===== src/rtl/div_pkg.sv =====
// Shared types and sizing for the sequential divider datapath.
// The multiplier can reuse the same state set and handshake.
package div_pkg;

  typedef enum logic [1:0] {
    IDLE = 2'd0,
    RUN  = 2'd1,
    FIX  = 2'd2
  } state_t;

  localparam int DIV_WIDTH = 32;

  function automatic int div_cnt_w(input int w);
    return $clog2(w + 1);
  endfunction

  localparam int DIV_CNT_W = div_cnt_w(DIV_WIDTH);

endpackage


===== src/rtl/seq_divider.sv =====
// Restoring divider, one quotient bit per clock, signed or unsigned.
// Quotient feeds LO, remainder feeds HI; done is a one-cycle pulse.
module seq_divider
  import div_pkg::*;
#(
  parameter int WIDTH = DIV_WIDTH
) (
  input  logic             clk,
  input  logic             rst_n,
  input  logic             start,
  input  logic             signed_op,
  input  logic [WIDTH-1:0] dividend,
  input  logic [WIDTH-1:0] divisor,
  output logic             busy,
  output logic             done,
  output logic             div_by_zero,
  output logic [WIDTH-1:0] quotient,
  output logic [WIDTH-1:0] remainder
);

  localparam int CW = div_cnt_w(WIDTH);

  state_t state;
  state_t state_nx;

  logic [CW-1:0]    cnt;
  logic [WIDTH-1:0] r;
  logic [WIDTH-1:0] q;
  logic [WIDTH-1:0] d;
  logic [WIDTH-1:0] dvd;
  logic             neg_q;
  logic             neg_r;
  logic             zero;

  logic             a_neg;
  logic             b_neg;
  logic [WIDTH-1:0] a_mag;
  logic [WIDTH-1:0] b_mag;
  logic [WIDTH:0]   sh;
  logic [WIDTH:0]   trial;
  logic             last;
  logic [WIDTH-1:0] q_fix;
  logic [WIDTH-1:0] r_fix;

  assign a_neg = signed_op & dividend[WIDTH-1];
  assign b_neg = signed_op & divisor[WIDTH-1];
  assign a_mag = a_neg ? -dividend : dividend;
  assign b_mag = b_neg ? -divisor : divisor;

  // R < D always holds, so the shifted value fits in WIDTH+1 bits
  assign sh    = {r, q[WIDTH-1]};
  assign trial = sh - {1'b0, d};
  assign last  = (cnt == CW'(WIDTH - 1));

  assign q_fix = zero  ? '1
               : neg_q ? -q : q;
  assign r_fix = zero  ? dvd
               : neg_r ? -r : r;

  assign busy = (state == RUN);

  always_ff @(posedge clk or negedge rst_n) begin
    if (!rst_n) begin
      state <= IDLE;
    end else begin
      state <= state_nx;
    end
  end

  always_comb begin
    state_nx = state;
    unique case (state)
      IDLE:    if (start) state_nx = RUN;
      RUN:     if (last) state_nx = FIX;
      FIX:     state_nx = IDLE;
      default: state_nx = IDLE;
    endcase
  end

  always_ff @(posedge clk or negedge rst_n) begin
    if (!rst_n) begin
      cnt         <= '0;
      r           <= '0;
      q           <= '0;
      d           <= '0;
      dvd         <= '0;
      neg_q       <= 1'b0;
      neg_r       <= 1'b0;
      zero        <= 1'b0;
      done        <= 1'b0;
      div_by_zero <= 1'b0;
      quotient    <= '0;
      remainder   <= '0;
    end else begin
      done <= 1'b0;
      unique case (state)
        IDLE: begin
          if (start) begin
            cnt         <= '0;
            r           <= '0;
            q           <= a_mag;
            d           <= b_mag;
            dvd         <= dividend;
            neg_q       <= a_neg ^ b_neg;
            neg_r       <= a_neg;
            zero        <= (divisor == '0);
            div_by_zero <= 1'b0;
          end
        end
        RUN: begin
          cnt <= cnt + 1'b1;
          if (!trial[WIDTH]) begin
            r <= trial[WIDTH-1:0];
            q <= {q[WIDTH-2:0], 1'b1};
          end else begin
            r <= sh[WIDTH-1:0];
            q <= {q[WIDTH-2:0], 1'b0};
          end
        end
        FIX: begin
          quotient    <= q_fix;
          remainder   <= r_fix;
          div_by_zero <= zero;
          done        <= 1'b1;
        end
        default: ;
      endcase
    end
  end

endmodule


===== config.mk =====
export PLATFORM = sky130hd
export DESIGN_NAME = seq_divider
export DESIGN_NICKNAME = d
export VERILOG_FILES = /design/src/rtl/div_pkg.sv /design/src/rtl/seq_divider.sv
export SDC_FILE = /design/constraint.sdc
export NUM_CORES = 1
export LEC_CHECK = 0
export CORE_AREA = 2 2 253 205
export DETAILED_ROUTE_END_ITERATION = 6
export DIE_AREA = 0 0 255 207
export SYNTH_ARGS = -nofsm -noshare
export SYNTH_HDL_FRONTEND = slang
export SYNTH_SLANG_ARGS = --single-unit

===== constraint.sdc =====
create_clock -name clk -period 8.58 [get_ports clk]
set_input_delay 2.574 -clock clk [delete_from_list [all_inputs] [get_ports clk]]
set_output_delay 2.574 -clock clk [all_outputs]
set_load 0.01 [all_outputs]

==> Table 3: Implementation characteristics <==
Characteristics after synthesis and place and route

Parameter                              Value

Place
  Dpl cells    between 2000 and 2500
  Area after detailed placement    approximately 14000 µm²
  Count of port buffers added during placement    approximately 130
  Worst setup slack after placement    approximately 2400 ps
  Detailed Place HPWL    28400 µm
  Routability cong.    0.871

Layout
  Final cell utilization of the core    0.306
  Data-path buffer share of cell area in the final layout    0.0926
  Leading cell types in the layout, fill and taps excluded    nand2_1 (256), dfrtp_1 (204), o21ai_0 (167)
  Number of buffers outside the clock class in the layout    145
  Inserted Diodes    5
  Register Area    ~5100 µm²
  Cell group occupying the most layout area    logic gates
  Number of nets in the finished design    ~1700
  Area of all placed cells without fillers    approximately 15000 µm²
  Most common library cell in the layout ignoring fill and taps    nand2_1
  Number of multi-input combinational cells    between 1000 and 1500
  Share of the final layout cell area in sequential cells    0.333
  Clock buffers    36
  Multi-input logic area    about 6900 µm²
  Fraction of layout instances using a drive strength above 1    0.0475
  Proportion of cell area spent on the clock network    0.0600
  Number of non-clock inverters in the layout    around 58
  Area growth from synthesis to layout    24.1%
  Num sequential    slightly above 200
  Final-layout fill cell count    about 5300
  Multi-input logic portion of the cell area    0.444
  Filler-free cell count of the finished design    roughly 2300

Detailed routing
  Met1 wire length    about 18000 µm
  WL met3    roughly 2700 µm
  Met2 wirelength from detailed routing    17200 µm
  Average vias per placed instance    approximately 4.8
  1st-iter DRT viols    roughly 630
  Remaining antenna violation count    0
  Top metal layer carrying routed signals    met5
  Iteration tally of the first detailed-router pass    5
  DRC errors left    0

Run
  Tool Warnings    29
  Number of maximum-capacitance violations    0

Final timing
  Final Max Tran Viols    0
  Setup TNS    0 ps
  Post-route clock skew    approximately 9.4 ps
  Relative max-transition margin    0.127
  Total setup violations reported at the end of the flow    0
  Cycle use final    0.662
  Setup repair after global routing missed its margin    false
  Hold Fails Final Rpt    0
  Worst hold slack across all endpoints    473 ps
  Slack of the critical path    roughly 2900 ps
  Final period demand of the worst path    ~5700 ps
  Maximum clock frequency    approximately 180 MHz
  Least-Margin Pin Slew    1310 ps

Synthesis
  Largest non-sequential cell family by area    AND-OR/OR-AND gates
  Yosys xor share    0.105
  Mean instance size in the synthesized netlist    approximately 8.4 µm²
  Instance tally after logic synthesis    ~1500
  Mux cell area share    0.0267
  Synth Cell Area    roughly 12000 µm²
  Yosys warnings    0
  Number of nets in the synthesized netlist    1588
  Simple-gate portion of the synthesized area    0.176
  Top area cell types    dfrtp_1 (41%), nand2_1 (7.8%), o21ai_0 (6.7%)
  Dominant cell type by area after synthesis    dfrtp_1
  Share of synthesized cell area in full adder, half adder and majority cells    0.0389
  Number of cells in Yosys stat    ~1500
  Post-synth top area share    0.413
  Sequential cell area fraction in the yosys report    0.413
  AO/OA Area Share    0.201
  Dominant register cell in the synthesized netlist    dfrtp_1
  Total of flip-flops plus latches after synthesis    between 200 and 250
  Area figure in the yosys stat output    between 10000 and 15000 µm²
  Number of unique standard cell types used by synthesis    about 59
  Proportion of synthesized flip-flops having asynchronous set or reset    1.00

Setup path
  Largest incremental delay on the critical path    ~600 ps
  Largest fanout on the critical path    7
  Largest delay share family, worst path    simple AND/OR/NAND/NOR gates
  Startpoint of the worst register-to-register path    q[31]
  Arrival time reported for the critical path endpoint    6080 ps
  Type of destination of the critical path    flop
  Critical path origin    dividend[2]
  Critical Path RT    8980 ps
  Buffering stage count on the worst path with inverters included    1
  Cell chain of the critical path    clkdlybuf4s50_1 -> or4_1 -> or4_1 -> nor3_1 -> nand3b_1 -> nor3_1 -> a21oi_1 -> xor2_1 -> o22ai_1 -> a21oi_1
  Critical path type    input pin to flop
  CP endpoint    q[29]
  Register-to-register setup slack    roughly 4700 ps
  Cell with the biggest individual delay on the critical path    or4_1
  Startpoint Class    input pin
  End of the worst register-to-register path    r[23]
  Worst r2r path cells    13
  Count of cell instances traversed by the critical path    10

Clocking
  Number of buffers created by CTS    26
  Number of buffers added to fix hold violations after cts    0
  Clk buf depth    3
  Clock tree root buffer cell    clkbuf_16
  Number of sinks handled by clock tree synthesis    just over 200
  Latency at later pin    between 500 and 600 ps
  Setup bufs post-CTS    0
  # resized after CTS    0
  CTS clock-pin slew for the worst setup and hold paths    60 ps
  Number of H-tree levels    1
  CTS tree    yes

Power and ir drop
  Total leakage power    approximately 0.0064 µW
  Design internal power    3510 µW
  Total Power Consumption    between 6000 and 7000 µW
  Reported combinational group power    roughly 3200 µW
  Switching Power    approximately 2700 µW
  Net switching fraction of the power    0.431
  Total power divided by cell area    401 nW/µm²
  Worst vdd rail ir drop    between 0.0002 and 0.0003 V
  Max power group    combinational cells
  Logic gate share of total power    0.517
  Proportion of power drawn by the clock network    0.191
  Sequential power    1800 µW
  P_clk    1180 µW
  Register share of total power    0.292

GRT
  GR Layer Usage met3    0.0420
  Overall track demand over capacity in global routing    0.144
  Met2 capacity usage during global routing    0.224
  Overflow after GRT    0
  Maximum number of pins on one net before global-route repair    between 100 and 150
  Vias in the first global route    between 10000 and 15000
  First-pass GRT wire length    approximately 61000 µm
  Global routing met1 resource utilization    0.193
  Initial antenna violation count    11
  Most used routing layer in global routing    met2

Run status
  Run status    finished clean

Floorplanning
  Die Width    255 µm
  Full die area    around 53000 µm²
  Effective utilization at floorplan    0.246
  Die height    just over 200 µm
  Count of pins on the block boundary    approximately 140
  Number of rows in the core area    roughly 74

Hold path
  Worst hold path startpoint    dvd[29]
  Number of instances on the worst hold path    2
  Classification of the worst-slack hold path    flop to flop
  Terminating pin of the worst hold path    dvd[29]
[Yosys cell counts, types with 4 or more instances]
cell,instances
a21boi_0,4
nand2b_1,7
o41ai_1,9
or4_1,13
a22oi_1,22
o221ai_1,6
xor2_1,78
nand3_1,21
o31ai_1,25
o21ai_0,167
a21o_1,7
ha_1,37
nand4_1,4
nor2_1,113
a21oi_1,128
o21a_1,4
and3_1,7
nor3_1,18
nor2b_1,5
a31oi_1,9
o22ai_1,15
and2_1,6
a22o_1,5
nor4_1,16
or2_2,4
xnor2_1,71
mux2i_1,32
nand2_1,257
or3_1,12
inv_1,58
o211ai_1,4
dfrtp_1,205
clkbuf_1,70
Wiring by layer:
Bar = 100 µm.
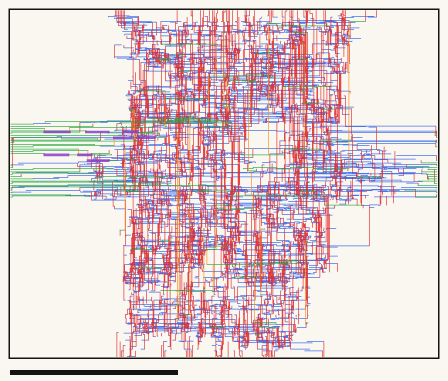
| layer | color | wire length |
|---|---|---|
| met2 | red | 17200 µm |
| met4 | orange | 1070 µm |
| met3 | green | 2700 µm |
| met1 | blue | 17700 µm |
| met5 | purple | 89.2 µm |
detailed-route wire length per cell: 16.9 µm
count of vias placed by the detailed router: 11000

Cell placement:
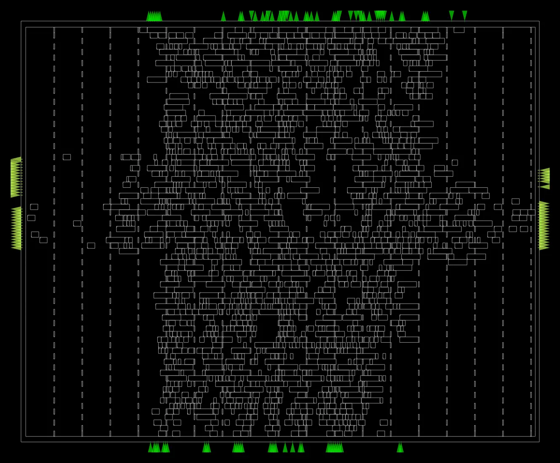
tapcells inserted: 684
Std-Cell Core Area: 50500 µm²

Met4 routing:
Supply wires on this layer in gray.
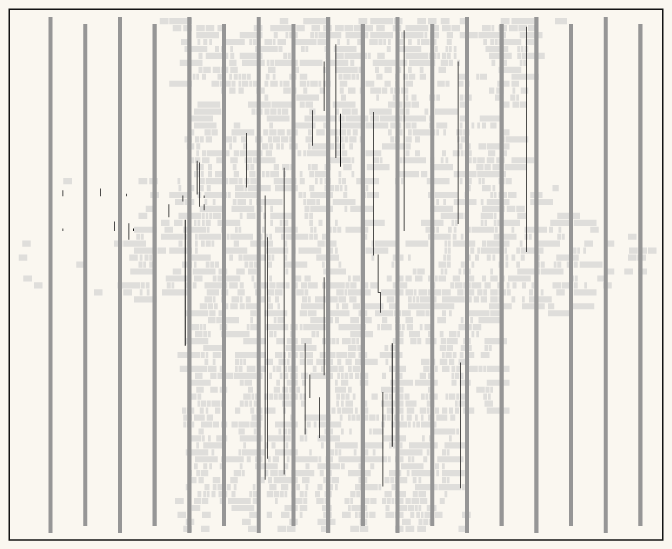
share of all routed wire: 2.8%
wire length on this layer: 1070 µm
total wire length: 38700 µm

Power is estimated from default activity; no workload was simulated.
